### src/rtl/pipe_stage_reg.sv
// Generic CPU pipeline stage register: valid/ready handshake, optional 2-entry
// skid buffer, synchronous flush with bubble injection, saturating stall counter.
module pipe_stage_reg #(
  parameter int unsigned DATA_W  = 32,
  parameter int unsigned OPC_W   = 5,
  parameter int unsigned NOP_OPC = 0,
  parameter bit          SKID    = 1'b1,
  parameter int unsigned CNT_W   = 16
) (
  input  logic              clk,
  input  logic              rst_n,
  input  logic              in_valid,
  output logic              in_ready,
  input  logic [OPC_W-1:0]  in_opcode,
  input  logic [DATA_W-1:0] in_data,
  input  logic              flush,
  output logic              out_valid,
  input  logic              out_ready,
  output logic [OPC_W-1:0]  out_opcode,
  output logic [DATA_W-1:0] out_data,
  output logic [1:0]        occupancy,
  output logic [CNT_W-1:0]  stall_cnt
);

  typedef enum logic [1:0] {
    EMPTY = 2'd0,
    ONE   = 2'd1,
    FULL  = 2'd2
  } stateT;

  stateT              state, stateNext;
  logic [OPC_W-1:0]   mainOpc, mainOpcNext, skidOpc, skidOpcNext;
  logic [DATA_W-1:0]  mainData, mainDataNext, skidData, skidDataNext;
  logic [CNT_W-1:0]   stallCnt;
  logic               outValidInt;
  logic               inXfer;
  logic               outXfer;

  assign outValidInt = (state != EMPTY);
  assign inXfer      = in_valid & in_ready;
  assign outXfer     = outValidInt & out_ready;

  // Next-state and entry-load decisions. Payload is only ever captured on an
  // input transfer, so an undriven bus while in_valid=0 cannot leak to out_*.
  always_comb begin
    // NOTE: every signal gets a default first so no path through the case
    // leaves it unassigned, which would otherwise infer a latch.
    stateNext    = state;
    mainOpcNext  = mainOpc;
    mainDataNext = mainData;
    skidOpcNext  = skidOpc;
    skidDataNext = skidData;

    case (state)
      EMPTY: begin
        if (inXfer) begin
          mainOpcNext  = in_opcode;
          mainDataNext = in_data;
          stateNext    = ONE;
        end
      end
      ONE: begin
        if (inXfer && outXfer) begin
          mainOpcNext  = in_opcode;
          mainDataNext = in_data;
        end else if (inXfer && SKID) begin
          skidOpcNext  = in_opcode;
          skidDataNext = in_data;
          stateNext    = FULL;
        end else if (outXfer) begin
          mainOpcNext  = '0;
          mainDataNext = '0;
          stateNext    = EMPTY;
        end
      end
      FULL: begin
        // in_ready is low here, so only the drain path can fire.
        if (outXfer) begin
          mainOpcNext  = skidOpc;
          mainDataNext = skidData;
          skidOpcNext  = '0;
          skidDataNext = '0;
          stateNext    = ONE;
        end
      end
      default: stateNext = EMPTY;
    endcase

    if (flush) begin
      stateNext    = EMPTY;
      mainOpcNext  = '0;
      mainDataNext = '0;
      skidOpcNext  = '0;
      skidDataNext = '0;
    end
  end

  always_ff @(posedge clk) begin
    // NOTE: the payload entries are reset as well, because the skid entry must
    // be observably cleared and a stale entry must never survive a reset.
    if (!rst_n) begin
      state    <= EMPTY;
      mainOpc  <= '0;
      mainData <= '0;
      skidOpc  <= '0;
      skidData <= '0;
      stallCnt <= '0;
    end else begin
      // NOTE: non-blocking assignments so every register samples the
      // pre-edge values regardless of statement order.
      state    <= stateNext;
      mainOpc  <= mainOpcNext;
      mainData <= mainDataNext;
      skidOpc  <= skidOpcNext;
      skidData <= skidDataNext;
      if (outValidInt && !out_ready && (stallCnt != {CNT_W{1'b1}}))
        stallCnt <= stallCnt + 1'b1;
    end
  end

  generate
    if (SKID) begin : gSkidReady
      // Registered ready: mirrors "state != FULL" without a path from out_ready.
      logic inReadyQ;
      always_ff @(posedge clk) begin
        if (!rst_n) inReadyQ <= 1'b1;
        else        inReadyQ <= (stateNext != FULL);
      end
      assign in_ready = inReadyQ;
    end else begin : gPassReady
      assign in_ready = out_ready | ~outValidInt;
    end
  endgenerate

  assign out_valid  = outValidInt;
  assign out_opcode = outValidInt ? mainOpc : OPC_W'(NOP_OPC);
  assign out_data   = outValidInt ? mainData : '0;
  assign occupancy  = 2'(state);
  assign stall_cnt  = stallCnt;

endmodule

### config.mk
export PLATFORM = sky130hd
export DESIGN_NAME = pipe_stage_reg
export DESIGN_NICKNAME = d
export VERILOG_FILES = /design/src/rtl/pipe_stage_reg.sv
export SDC_FILE = /design/constraint.sdc
export NUM_CORES = 1
export LEC_CHECK = 0
export ABC_CLOCK_PERIOD_IN_PS = 2900
export CORE_UTILIZATION = 40
export DETAILED_ROUTE_END_ITERATION = 12
export GPL_TIMING_DRIVEN = 0
export PLACE_DENSITY = 0.75
export SLEW_MARGIN = 20
export SYNTH_ARGS = -nofsm -noshare
export SYNTH_HDL_FRONTEND = slang
export SYNTH_SLANG_ARGS = --single-unit
export TNS_END_PERCENT = 50
### constraint.sdc
create_clock -name clk -period 2.9 [get_ports clk]
set_input_delay 0.29 -clock clk [delete_from_list [all_inputs] [get_ports clk]]
set_output_delay 0.29 -clock clk [all_outputs]
set_load 0.01 [all_outputs]
==> impl_metrics.py <==
# Auto-generated metrics
metrics = {
    "worst_setup_path": {
        "startpoint_type": "flop",
        "path_class": "flop to flop",
        "cpPeakStageDelay_ps": 430,
        "cp.depth": 8,
        "worstReg2RegStart": "occupancy[0]",
        "r2r_end": "mainData[14]",
        "critPathTopFamily": "buffers and inverters",
        "required_ps": 3170,
    },
    "global_routing": {
        "antenna_found_initial": 0,
        "first_global_vias": 4083,
        "grt_pass1_wl_microns": 18830,
        "met1_usage_pct": 24.94,
    },
    "sta": {
        "slew_headroom_pct": 60.71,
        "max_freq_mhz": 375.3,
        "finalCriticalPeriod_ps": 2664,
        "slew_violations": 0,
    },
    "placement": {
        "portBuffers": 98,
        "dp_slack_ps": 174.3,
        "placed_cell_area_sq_um": 5525,
    },
    "clock_tree": {
        "clock_latency_ps": 360,
        "cts_hold_buf": 0,
        "clkSlewWorstSetupHoldPaths_ps": 100,
    },
    "floorplanning": {
        "fp.dieH_microns": 106.6,
        "rows": 37,
    },
    "worst_hold_path": {
        "hold_end": "mainData[10]",
        "hold_depth": 2,
        "hold_class": "flop to flop",
    },
    "synthesis": {
        "synth_cell_types": 46,
        "avgSynthCellArea_sq_um": 8.731,
        "synthesis.area_sq_um": 4374,
        "yosysChipArea_sq_um": 4374,
        "synth-edff-count": 0,
        "aoi_share_pct": 12.90,
        "yosys.cell_count.top_type": "dfxtp_1",
        "ys_seq_share_pct": 42.56,
        "xor_share_pct": 0,
    },
    "outcome": {
        "status": "finished, final reports clean",
    },
    "routing": {
        "m1WireLength_microns": 4989,
        "routed-wl-met3_microns": 676,
        "ant_nets": 0,
        "avgRoutedWirePerCell_microns": 15.17,
    },
    "finish": {
        "num_antenna_cells": 0,
        "lay_top_cells": "clkdlybuf4s50_1 (98), dfxtp_1 (93), nor2_1 (80)",
        "area.growth.synth_to_final_pct": 30.64,
    },
    "power_and_ir_drop": {
        "finalPower_mw": 2.475,
        "leakagePower_nw": 1.900,
    },
}
-- power by group --
| part | internal [mW] | switching (mW) | leakage [nW] | total, mW |
|---|---|---|---|---|
| registers | 1.31 | 0.0174 | 0.754 | 1.33 |
| clock network | 0.336 | 0.467 | 0.0815 | 0.802 |
| logic | 0.164 | 0.181 | 1.06 | 0.346 |
| total | 1.81 | 0.665 | 1.90 | 2.48 |
-- layout make-up --
type,instances,share of cell area (%)
multi-input combinational,363,41.01
sequential,93,32.58
timing repair buffer,98,17.17
tap,136,2.978
buffer,37,2.693
clock buffer,11,2.474
clock inverter,5,0.6350
inverter,7,0.4598
-- timing repair --
item / 4_1_cts / 5_1_grt
setup endpoints to repair: 30 / 13
buffers inserted: 0 / 0
hold endpoints to repair: 0 / 0
gates resized: 0 / 11
Figure 1. Metal 4.
(6 px per micron) Supply wires on this layer in gray. Cells faint in the background.
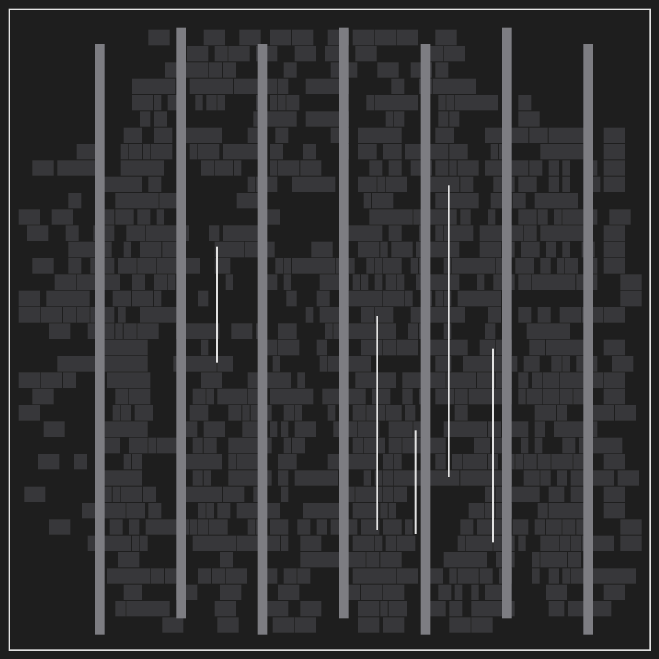
longest straight run	48.3 microns
main direction	vertical
nets with wire on the layer	4
drt total wl: 11380 microns
Vias: 4091

Figure 2. Metal layers overlaid.
(4 px per micron)
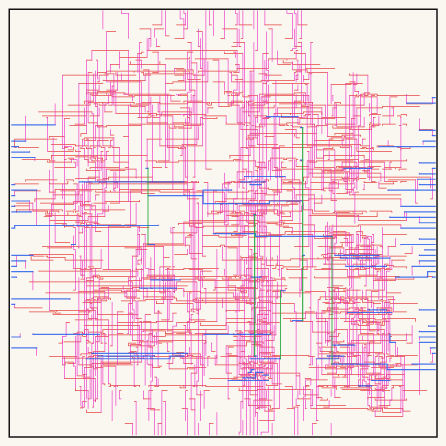
layer	color	wire length
met3	blue	677 microns
met2	magenta	5560 microns
met4	green	152 microns
met1	red	4990 microns

Figure 3. Placement density heat map.
(4 px per micron) 11 x 11 tiles, from white (low) to dark blue (high), 0 to 100% covered.
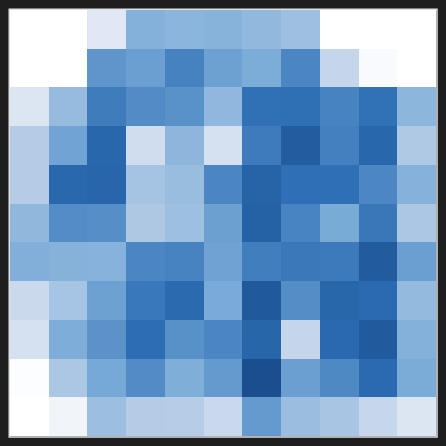
tiles over 75% full	15%
emptiest ninth of the die	north-west
mean over tiles	49%
fullest tile	88%
nearly empty tiles	8.3%

Figure 4. Register map, names as in the netlist.
(4 px per micron)
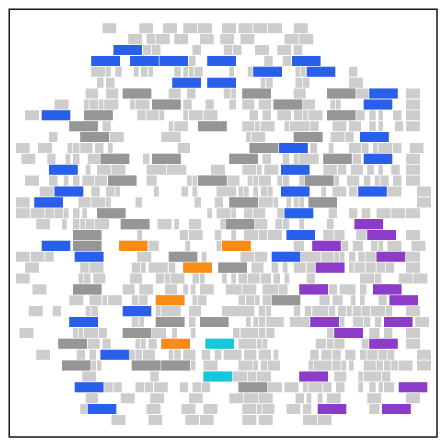
netlist name	color	placed flops
`occupancy`	cyan	2
`skidOpc`	orange	5
`mainData`	blue	32
`stall_cnt`	purple	16
not colored	38
Seq area share: 32.58%
Reg area: 1862 sq um
seq pwr: 1.33 mW
post-layout util: 54.62%

Figure 5. Clock wiring as the flow saved it.
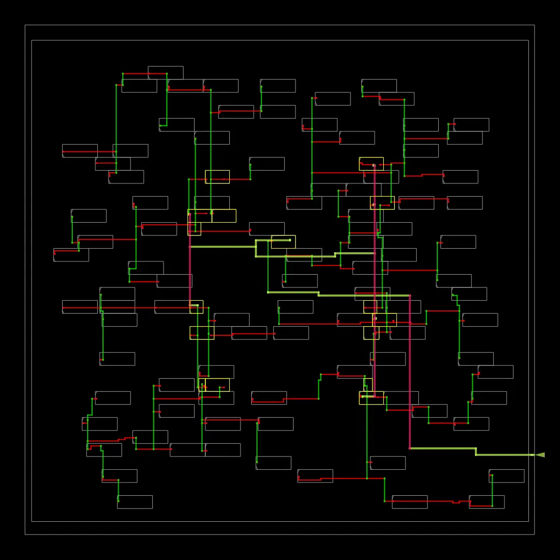
clk_buf instances: 11
CTS buffer count: 9
Clock group: 0.802 mW
Fin Clk Skew: 14.25 ps
flip-flops: 93

Power figures rest on the tool's default switching activity, not on a simulated workload.
